[config.mk]
export PLATFORM = sky130hd
export DESIGN_NAME = mem_bus_arbiter
export DESIGN_NICKNAME = d
export VERILOG_FILES = /design/src/rtl/mem_bus_arbiter.sv
export SDC_FILE = /design/constraint.sdc
export NUM_CORES = 1
export LEC_CHECK = 0
export CAP_MARGIN = 5
export CELL_PAD_IN_SITES_DETAIL_PLACEMENT = 2
export CELL_PAD_IN_SITES_GLOBAL_PLACEMENT = 2
export CORE_UTILIZATION = 11
export DETAILED_ROUTE_END_ITERATION = 7
export PLACE_DENSITY = 0.9
export SYNTH_ARGS = -nofsm -noshare
export SYNTH_HDL_FRONTEND = slang
export SYNTH_SLANG_ARGS = --single-unit
export TNS_END_PERCENT = 20
[constraint.sdc]
create_clock -name clk -period 2.9 [get_ports clk]
set_clock_uncertainty 0.15 [all_clocks]
set_input_delay 0.29 -clock clk [delete_from_list [all_inputs] [get_ports clk]]
set_output_delay 0.29 -clock clk [all_outputs]
set_load 0.05 [all_outputs]
[src/rtl/mem_bus_arbiter.sv]
// Arbitrates IF and pre-MEM requesters onto one sram-like port.
// In-order owner FIFO routes each response back to its requester.
module mem_bus_arbiter #(
  parameter int MAX_OUTSTANDING = 4,
  parameter int STARVE_LIMIT    = 4
) (
  input  logic        clk,
  input  logic        resetn,
  input  logic        inst_req,
  input  logic [31:0] inst_addr,
  input  logic        inst_iscache,
  output logic        inst_addr_ok,
  output logic        inst_data_ok,
  output logic [31:0] inst_rdata,
  input  logic        data_req,
  input  logic        data_wr,
  input  logic [2:0]  data_size,
  input  logic [3:0]  data_wstrb,
  input  logic [31:0] data_addr,
  input  logic        data_iscache,
  input  logic [31:0] data_wdata,
  output logic        data_addr_ok,
  output logic        data_data_ok,
  output logic [31:0] data_rdata,
  output logic        m_req,
  output logic        m_wr,
  output logic [2:0]  m_size,
  output logic [3:0]  m_wstrb,
  output logic [31:0] m_addr,
  output logic        m_iscache,
  output logic [31:0] m_wdata,
  input  logic        m_addr_ok,
  input  logic        m_data_ok,
  input  logic [31:0] m_rdata,
  output logic [$clog2(MAX_OUTSTANDING):0] outstanding,
  output logic        protocol_err
);

  localparam int AW = $clog2(MAX_OUTSTANDING);
  localparam int CW = AW + 1;
  localparam int SW = $clog2(STARVE_LIMIT + 1);
  localparam logic [CW-1:0] MAX_CNT = MAX_OUTSTANDING[CW-1:0];
  localparam logic [SW-1:0] LIMIT = STARVE_LIMIT[SW-1:0];

  logic [MAX_OUTSTANDING-1:0] own_q;
  logic [AW-1:0] wr_ptr;
  logic [AW-1:0] rd_ptr;
  logic [CW-1:0] cnt;
  logic [SW-1:0] starve;
  logic          lock;
  logic          lock_own;
  logic          err;

  logic sel_valid;
  logic sel_data;
  logic own_req;
  logic full;
  logic accept;
  logic resp;
  logic head;

  always_comb begin
    sel_valid = 1'b0;
    sel_data  = 1'b0;
    if (lock) begin
      sel_valid = 1'b1;
      sel_data  = lock_own;
    end else if (data_req && !(inst_req && starve >= LIMIT)) begin
      sel_valid = 1'b1;
      sel_data  = 1'b1;
    end else if (inst_req) begin
      sel_valid = 1'b1;
    end
  end

  assign own_req = sel_valid && (sel_data ? data_req : inst_req);
  assign full    = (cnt == MAX_CNT);
  assign m_req   = resetn && own_req && !full;
  assign accept  = m_req && m_addr_ok;

  assign m_wr      = sel_data && data_wr;
  assign m_size    = sel_data ? data_size : 3'd2;
  assign m_wstrb   = sel_data ? data_wstrb : 4'd0;
  assign m_addr    = sel_data ? data_addr : inst_addr;
  assign m_iscache = sel_data ? data_iscache : inst_iscache;
  assign m_wdata   = sel_data ? data_wdata : 32'd0;

  assign inst_addr_ok = accept && !sel_data;
  assign data_addr_ok = accept && sel_data;

  assign head = own_q[rd_ptr];
  assign resp = resetn && m_data_ok && (cnt != '0);

  assign inst_data_ok = resp && !head;
  assign data_data_ok = resp && head;
  assign inst_rdata   = m_rdata;
  assign data_rdata   = m_rdata;

  assign outstanding  = cnt;
  assign protocol_err = err;

  always_ff @(posedge clk) begin
    if (!resetn) begin
      own_q    <= '0;
      wr_ptr   <= '0;
      rd_ptr   <= '0;
      cnt      <= '0;
      starve   <= '0;
      lock     <= 1'b0;
      lock_own <= 1'b0;
      err      <= 1'b0;
    end else begin
      if (accept) begin
        own_q[wr_ptr] <= sel_data;
        wr_ptr        <= wr_ptr + AW'(1);
      end
      if (resp)
        rd_ptr <= rd_ptr + AW'(1);
      if (accept && !resp)
        cnt <= cnt + CW'(1);
      else if (!accept && resp)
        cnt <= cnt - CW'(1);
      // hold the grant until the address phase completes
      if (accept) begin
        lock <= 1'b0;
      end else if (m_req) begin
        lock     <= 1'b1;
        lock_own <= sel_data;
      end
      if (!inst_req || (accept && !sel_data))
        starve <= '0;
      else if (accept && starve != LIMIT)
        starve <= starve + SW'(1);
      if (m_data_ok && cnt == '0)
        err <= 1'b1;
    end
  end

endmodule

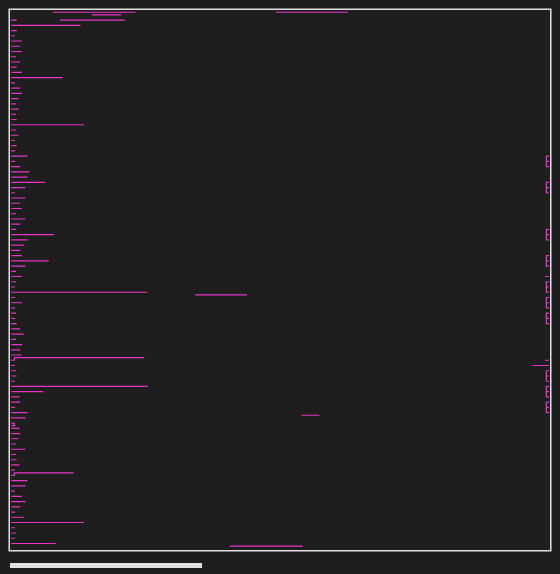
(signal wires on met3)
The bar under the picture is 50 um long.
main direction: horizontal
wire length on this layer: 548 um
share of all routed wire: 6.0%

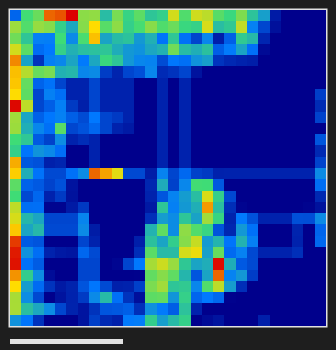
(routed metal per tile)
The bar under the picture is 50 um long. 28 x 28 tiles, from dark blue (low) to red (high), scaled to the fullest tile. Values are wire area over tile area, all layers added.
tiles over half the peak: 12%
nearly empty tiles: 38%
densest ninth of the die: upper left
mean over tiles: 0.074

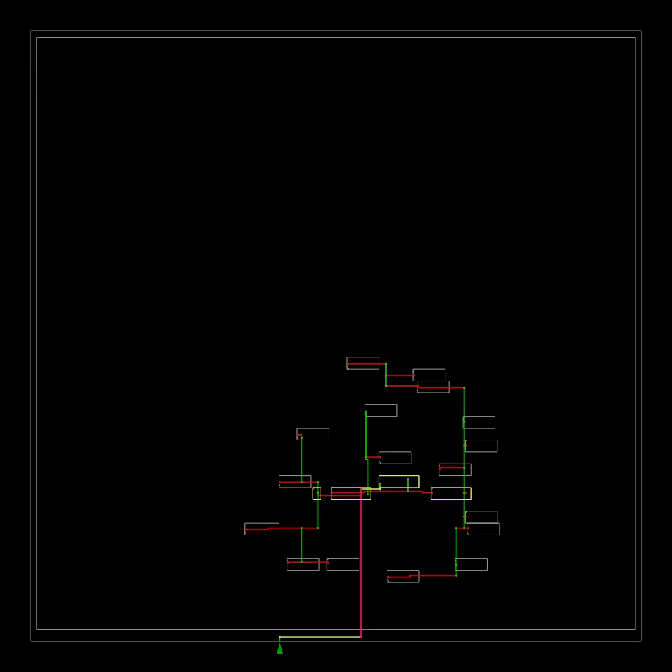
(clock routing)
Clk. pwr: 0.279 mW
CTS Sinks: 17
clock latency on the worst-skew pair: 0.25 ns
clock buf count: 3
CTS Buf Count: 3

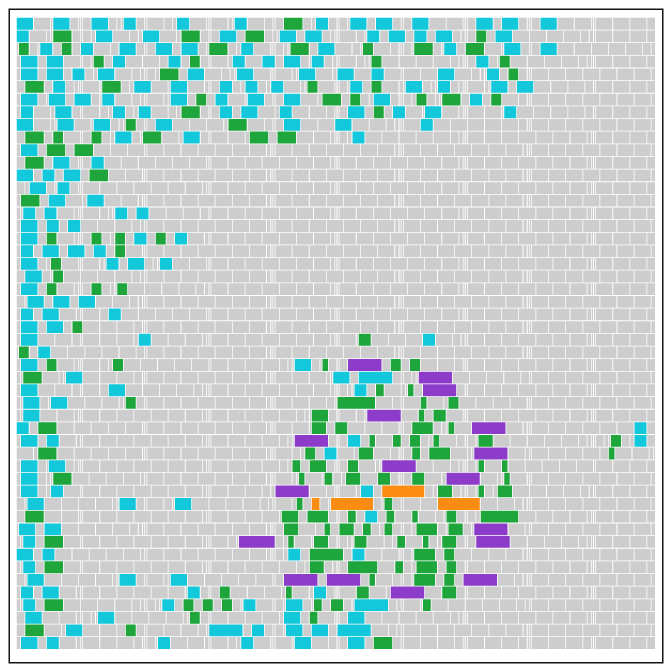
(cells colored by class)
Fill, decap, tap and diode cells in gray.
legend:
  clock drivers and dummy loads:
    color: orange
    cells: 4
  all other logic:
    color: green
    cells: 155
  other buffers and delay cells:
    color: cyan
    cells: 202
  flip-flops:
    color: purple
    cells: 17
# rows: 50
final core occ: 20.29%
sequential share of cell area: 9.001%
core area: 0.01871 sq mm

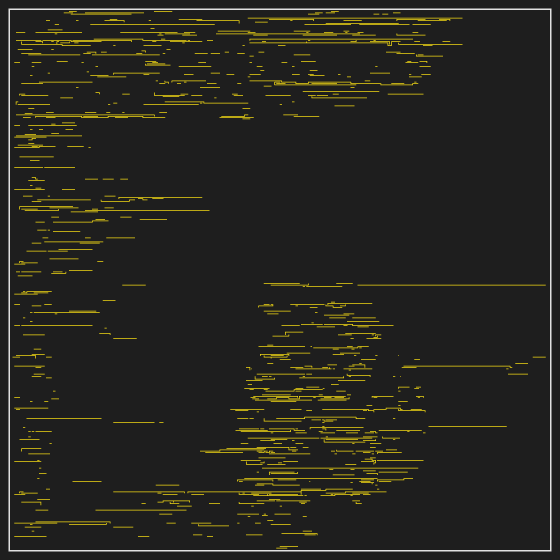
(M1 wires)
nets with wire on the layer: 437
wire length on this layer: 3340 um
share of all routed wire: 37%
longest straight run: 55.7 um

[per-stage QoR]
| stage | power, mW | setup WS, ns | hold slack [ns] |
|---|---|---|---|
| final | 1.968 | 0.2264 | 0.3349 |
| after floorplan | 1.422 | 0.01539 | 0.2497 |
| after global routing | 2.065 | 0.04061 | 0.3590 |
| after global placement | 1.683 | 0.06764 | 0.3098 |
| after CTS | 2.001 | 0.1534 | 0.3422 |
| after detailed placement | 1.708 | -0.06392 | 0.3224 |
[cells in the mapped netlist, types with 2 or more instances]
cell      number  area (sq um)
a21oi_1        7         35.03
a311oi_1       5         43.79
a31oi_1        6         37.54
and3_2         2         15.01
buf_2          4         20.02
buf_4         65         488.0
buf_6          2         22.52
clkbuf_1       5         18.77
dfxtp_1       17         340.3
ha_1           7         87.58
inv_1          8         30.03
mux2_2        33         371.6
mux2i_1        2         20.02
nand2_1        3         11.26
nand3_1        2         10.01
nand4_1        2         12.51
nor2_1        10         37.54
nor2b_1       40         250.2
nor3_1         3         15.01
o21ai_0        3         15.01
o31ai_1        2         15.01
xnor2_1        2         17.52
xor2_1         2         17.52
[worst register-to-register path, cell delays in order (launching register included)]
cell,delay [ns]
dfxtp_1,0.41
mux2i_1,0.14
a21o_1,0.22
nor2_2,0.14
ha_1,0.20
inv_1,0.06
fa_1,0.38
xor2_1,0.16
or3_2,0.40
a21oi_1,0.17
[worst paths after layout]
check                                 endpoint  slack [ns]  cells after the start
worst min-delay path              protocol_err        0.33                      2
worst max register to register  outstanding[2]        0.40                      9
worst max-delay path            outstanding[2]        0.23                     10
worst min register to register    protocol_err        0.33                      2
[power groups by stage]
stage | logic [mW] | registers [mW] | clock network, mW
after global placement | 1.37 | 0.313 | 0
final | 1.38 | 0.307 | 0.279
after CTS | 1.40 | 0.308 | 0.290
after detailed placement | 1.40 | 0.313 | 0
after global routing | 1.45 | 0.313 | 0.299
after floorplan | 1.06 | 0.359 | 0
[flip-flops by register name (all words and copies together), names as in the netlist]
signal        cells
lock_own          1
starve            3
rd_ptr            2
outstanding       3
protocol_err      1
lock              1
own_q             4
wr_ptr            2
[final cells by class]
cell class / instances / area (sq um)
clock buffers: 3 / 75.07
clock inverters: 1 / 5.005
fillers: 2132 / 14910
inverters: 8 / 30.03
multi-input cells: 147 / 1196
flip-flops and latches: 17 / 341.6
well taps: 234 / 292.8
repair buffers: 202 / 1854
[kinds of logic (layout without fill, tap and decap cells)]
| group | Yosys count | count (layout) | synth area share (%) |
|---|---|---|---|
| and+or+nand+nor | 69 | 69 | 19.92 |
| DFF | 17 | 17 | 16.17 |
| buffers and inverters | 84 | 214 | 27.53 |
| xor gates and xnor gates | 4 | 4 | 1.665 |
| muxes | 37 | 37 | 20.33 |
| AOI/OAI and AO/OA | 29 | 29 | 9.275 |
| adders and majority gates | 8 | 8 | 5.113 |
[repair_timing]
item,in CTS,in global routing
setup endpoints to repair,0,1
resized,0,1
hold buffers,0,0
[routing by layer]
layer | track usage [%] | up-vias
li1 | - | 1031
met1 | 9.433 | 1033
met2 | 17.50 | 97
met3 | 2.154 | 22
met4 | 2.256 | 2
met5 | 0 | -
==> GITHUB_STEP_SUMMARY <==
## PnR job results

| Metric | Value |
|---|---|
| Max-cap violations | 0 |
| FF-to-FF Start | lock_own |
| Critical path startpoint | inst_req |
| Hold/Removal Path Class | reg2reg |
| Gate power share | 70.2% |
| Layout cells sized above 1 | 36.24% |
| Total track usage | 8.935% |
| Pre-Place Util | 11.25% |
| Postcts setup bufs | 0 |
| Outcome | completed |
| Setup TNS | 0 ns |
| Crit path largest cell delay | 0.55 ns |
| Yosys chip area | around 0.0021 sq mm |
| Clock buffer depth | 2 |
| H-tree lvl count | 1 |
| Rel. slew slack | 66.58% |
| ANT nets after route | 0 |
| Post-layout nets | between 500 and 600 |
| Cells after DPL | 608 |
| OpenROAD warning count | 30 |
| Count of library flops with an enable pin | 0 |
| Clk pwr share | 14.2% |
| Die area | 0.01969 sq mm |
| Top cells excl fill/tap | 115 x clkdlybuf4s50_1, 83 x buf_4, 40 x nor2b_1 |
| Wl on met1 | 3.341 mm |
| Clock-pin slew on the worst setup and hold paths | 0.05 ns |
| First-pass GRT wire length | roughly 14 mm |
| Routed WL | 9.106 mm |
| Worst Path Required | about 2.9 ns |
| Switch Pwr | 0.9792 mW |
| Mean Syn Cell Area | 8.486 sq um |
| Metal2 WL | 5.043 mm |
| DR top layer | met5 |
| CP max FO | 4 |
| # Cells Yosys | 248 |
| Power Dens Cells | 518.7 mW/mm^2 |
| # port buffers | between 150 and 200 |
| Top cell excl fill/tap | clkdlybuf4s50_1 |
| Crit path DAT | 2.69 ns |
| Synthesized area | 0.002105 sq mm |
| Vias in the first global route | roughly 2500 |
| Fin crit share | between 90 and 100% |
| Wirelength per Cell | 14.88 um |
| Main flop type | dfxtp_1 |
| Async S/R FF share, synth | 0% |
Power is estimated from default activity; no workload was simulated.
